[config.mk]
export PLATFORM = sky130hd
export DESIGN_NAME = cpu_ad48_irq_ctrl
export DESIGN_NICKNAME = d
export VERILOG_FILES = /design/src/rtl/cpu_ad48_irq_ctrl.sv
export SDC_FILE = /design/constraint.sdc
export NUM_CORES = 1
export LEC_CHECK = 0
export CORE_MARGIN = 2
export CORE_UTILIZATION = 40
export DETAILED_ROUTE_END_ITERATION = 12
export HOLD_SLACK_MARGIN = 0.08
export PLACE_DENSITY = 0.91
export SYNTH_ARGS = -nofsm -noshare
export SYNTH_HDL_FRONTEND = slang
export SYNTH_SLANG_ARGS = --single-unit
[constraint.sdc]
create_clock -name clk -period 3.25 [get_ports clk]
set_input_delay 0.4875 -clock clk [delete_from_list [all_inputs] [get_ports clk]]
set_output_delay 0.4875 -clock clk [all_outputs]
set_load 0.02 [all_outputs]
[src/rtl/cpu_ad48_irq_ctrl.sv]
// Interrupt controller: pending/mask registers, fixed-priority selection and a REQ/ACTIVE trap handshake.
// Define CPU_AD48_IRQ_EDGE_EN for rising-edge sources; otherwise sources are level sensitive.
module cpu_ad48_irq_ctrl #(
  parameter int unsigned NUM_IRQ        = 8,
  parameter int unsigned IDX_W          = 3,
  parameter logic [47:0] CAUSE_IRQ_FLAG = 48'h8000_0000_0000
) (
  input  logic               clk,
  input  logic               reset,
  input  logic [NUM_IRQ-1:0] irq_src,
  input  logic               csr_ie,
  input  logic               mask_we,
  input  logic [NUM_IRQ-1:0] mask_wdata,
  output logic [NUM_IRQ-1:0] irq_mask,
  output logic [NUM_IRQ-1:0] irq_pending,
  output logic               irq_req,
  output logic [47:0]        irq_cause,
  input  logic               irq_ack,
  input  logic               irq_eret,
  output logic               irq_active,
  output logic [IDX_W-1:0]   irq_active_idx
);

  typedef enum logic [1:0] {
    IDLE   = 2'd0,
    REQ    = 2'd1,
    ACTIVE = 2'd2
  } state_e;

  state_e               state_q, state_d;
  logic [NUM_IRQ-1:0]   mask_q, mask_d;
  logic [NUM_IRQ-1:0]   pending_q, pending_d;
  logic [IDX_W-1:0]     idx_q, idx_d;
  logic                 req_q, req_d;
  logic                 active_q, active_d;
  logic [47:0]          cause_q, cause_d;

  logic [NUM_IRQ-1:0]   set_vec;
  logic [NUM_IRQ-1:0]   clr_vec;
  logic [NUM_IRQ-1:0]   eligible;
  logic [NUM_IRQ-1:0]   idx_onehot;
  logic [IDX_W-1:0]     sel_idx;

`ifdef CPU_AD48_IRQ_EDGE_EN
  logic [NUM_IRQ-1:0]   src_prev_q;

  always_ff @(posedge clk or posedge reset) begin
    if (reset) src_prev_q <= '0;
    else       src_prev_q <= irq_src;
  end

  assign set_vec = irq_src & ~src_prev_q;
`else
  assign set_vec = irq_src;
`endif

  assign eligible   = pending_q & mask_q;
  assign idx_onehot = {{(NUM_IRQ-1){1'b0}}, 1'b1} << idx_q;

  // Iterating downward lets the lowest-numbered eligible source overwrite the others.
  always_comb begin
    sel_idx = '0;
    for (int i = NUM_IRQ - 1; i >= 0; i--) begin
      if (eligible[i]) sel_idx = IDX_W'(i);
    end
  end

  always_comb begin
    // NOTE: every signal gets a default before the case so no path leaves it unassigned (no latch).
    state_d = state_q;
    idx_d   = idx_q;
    clr_vec = '0;
    case (state_q)
      IDLE: begin
        if (csr_ie && (eligible != '0)) begin
          idx_d   = sel_idx;
          state_d = REQ;
        end
      end
      REQ: begin
        if (irq_ack) begin
          clr_vec = idx_onehot;
          state_d = ACTIVE;
        end else if (!csr_ie || ((eligible & idx_onehot) == '0)) begin
          state_d = IDLE;
        end
      end
      ACTIVE: begin
        if (irq_eret) state_d = IDLE;
      end
      default: state_d = IDLE;
    endcase

    // A new set on the same bit as an acknowledge clear keeps the bit pending.
    pending_d = (pending_q & ~clr_vec) | set_vec;
    mask_d    = mask_we ? mask_wdata : mask_q;
    req_d     = (state_d == REQ);
    active_d  = (state_d == ACTIVE);
    cause_d   = CAUSE_IRQ_FLAG | 48'(idx_d);
  end

  // NOTE: sequential state uses non-blocking assignments so all registers update together.
  always_ff @(posedge clk or posedge reset) begin
    if (reset) begin
      state_q   <= IDLE;
      mask_q    <= '0;
      pending_q <= '0;
      idx_q     <= '0;
      req_q     <= 1'b0;
      active_q  <= 1'b0;
      cause_q   <= CAUSE_IRQ_FLAG;
    end else begin
      state_q   <= state_d;
      mask_q    <= mask_d;
      pending_q <= pending_d;
      idx_q     <= idx_d;
      req_q     <= req_d;
      active_q  <= active_d;
      cause_q   <= cause_d;
    end
  end

  assign irq_mask       = mask_q;
  assign irq_pending    = pending_q;
  assign irq_req        = req_q;
  assign irq_active     = active_q;
  assign irq_active_idx = idx_q;
  assign irq_cause      = cause_q;

endmodule

**Wiring by layer**

Scale: 8 px per um.
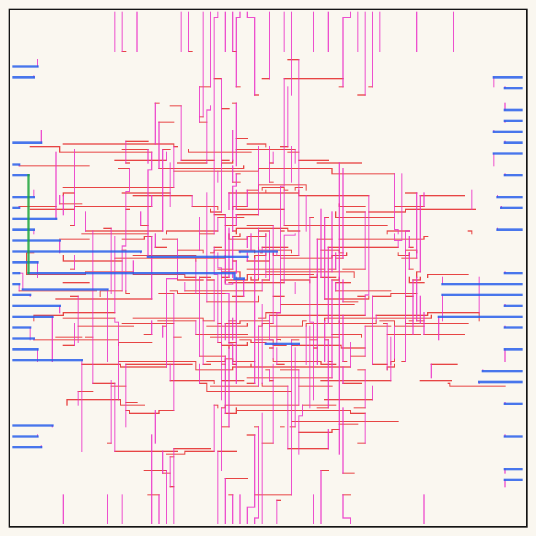
Key: green = met4 [wire length 12.2 um]; magenta = met2 [wire length 1420 um]; blue = met3 [wire length 234 um]; red = met1 [wire length 1200 um]
Post-Route WL: 2.86 mm
total vias in the final route: 1021
routed wire length per instance: 12.5 um
GRT Resource Usage Total: 0.143

**Where the registers sit**

Scale: 8 px per um. Other sequential cells in the stronger grey, the rest of the logic in the fainter grey.
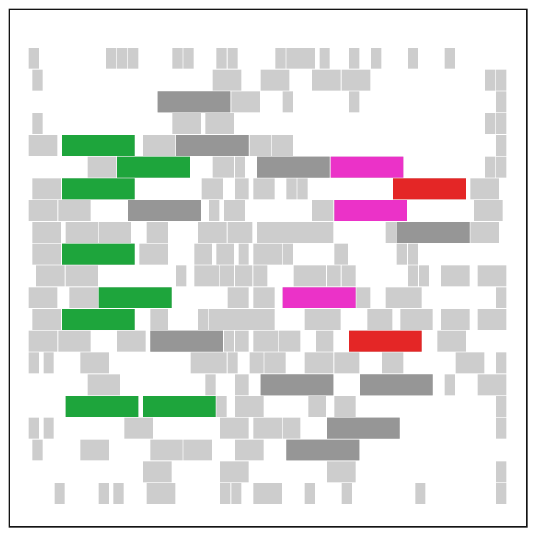
Key: green = irq_mask [flops 8]; red = state_q [flops 2]; magenta = irq_cause [flops 3]
Another 10 sequential cells are not coloured.
P_seq: 0.428 mW
Core Util, Final: 0.522
Seq. cell area: 576 um^2

==> results.sh <==
# physical design summary
export IMPL_fmax_mhz=479
export IMPL_post_synth_top_area_cell="dfrtp_1"
export IMPL_comb_area_frac=0.374
export IMPL_worstHoldStart="irq_pending[4]"
export IMPL_edf_count=0
export IMPL_cp_endpoint="irq_cause[0]"
export IMPL_p_switching_mw=0.402
export IMPL_use_met3=0.0382
export IMPL_setup_viol=0
export IMPL_synthAdderAreaFrac=0
export IMPL_post_cts_buffers=0
export IMPL_outcome="finished clean"
export IMPL_min_path_type="reg -> reg"
export IMPL_post_dp_hpwl_mm=2.25
export IMPL_buffers_excl_clock=45
export IMPL_hold_buffers=0
export IMPL_swShare=0.402
export IMPL_ant_nets=0
export IMPL_critPathArrivalTime_ns=1.60
export IMPL_netlist_cell_type_count=34
export IMPL_final_clk_cell_share=0.0154
export IMPL_ys_sh_mux=0.102
export IMPL_overflow=0
export IMPL_min_period_over_period=0.642
export IMPL_ys_warn_count=0
export IMPL_portBuffers=45
export IMPL_p_clk_frac=0.133
export IMPL_ctsResizeCount=0
export IMPL_cp_slowest_cell="clkdlybuf4s50_1"
export IMPL_m1WireLength_mm=1.20
export IMPL_rows=21
export IMPL_route_detailed_drc=0
export IMPL_nMultiInputCombCells=111
export IMPL_clock_path_buffers=2
export IMPL_synth_top_area_share=0.393
export IMPL_dpl_worst_slack_ns=1.33
export IMPL_slew_violations=0
export IMPL_clock_sinks=23
export IMPL_cp_slowest_stage_delay_ns=0.69
export IMPL_rsz0062_at_grt="false"
export IMPL_slew_limit_headroom=0.400
export IMPL_finalSetupTns_ns=0
export IMPL_diodes=0
export IMPL_area_leaders="dfrtp_1 (39%), buf_4 (25%), mux2_2 (6.1%), nand2_1 (3.6%), a21o_1 (3.1%)"
export IMPL_viasPerCell=4.44
export IMPL_drive_gt1_frac=0.0924
export IMPL_final_area_um2=1780
export IMPL_ys_seq_elements=23
export IMPL_critPathLaunchType="flip-flop"
export IMPL_reg2reg_to="irq_req"
export IMPL_cp_num_buf_inv=1
export IMPL_holdPathStages=1
export IMPL_p_leak_nw=0.782
export IMPL_antenna_found_initial=0
export IMPL_internal_power_mw=0.598
export IMPL_seq_area_frac=0.323
export IMPL_place_area_um2=1750
export IMPL_clk_latency_ns=0.31
export IMPL_dp_cells=226
export IMPL_use_met2=0.234
**Floorplan with the power grid**

Scale: 6 px per um. Pins as bars on the die edge. Tap cells in grey.
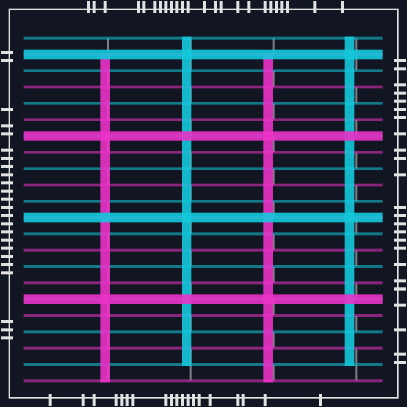
Key: magenta = VSS; cyan = VDD
46 tap cells. 4 straps on met4. The core has 21 rows. 4 straps on met5.
die height: 64.5 um
chip width: 64.5 um
Core Area: 3420 um^2
worst ir drop on vdd: 243 uV

**Local utilization**

Scale: 6 px per um. The die is cut into 6 by 6 equal tiles; white is low, dark blue is high, 0 to 100% covered.
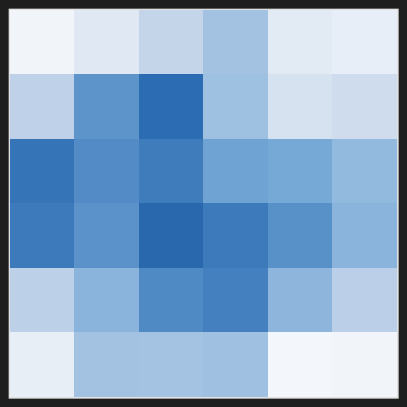
The mean over all tiles is 41%. The emptiest ninth of the die: top right. The fullest tile reaches 78%.
fp util: 0.429

Power figures rest on the tool's default switching activity, not on a simulated workload.
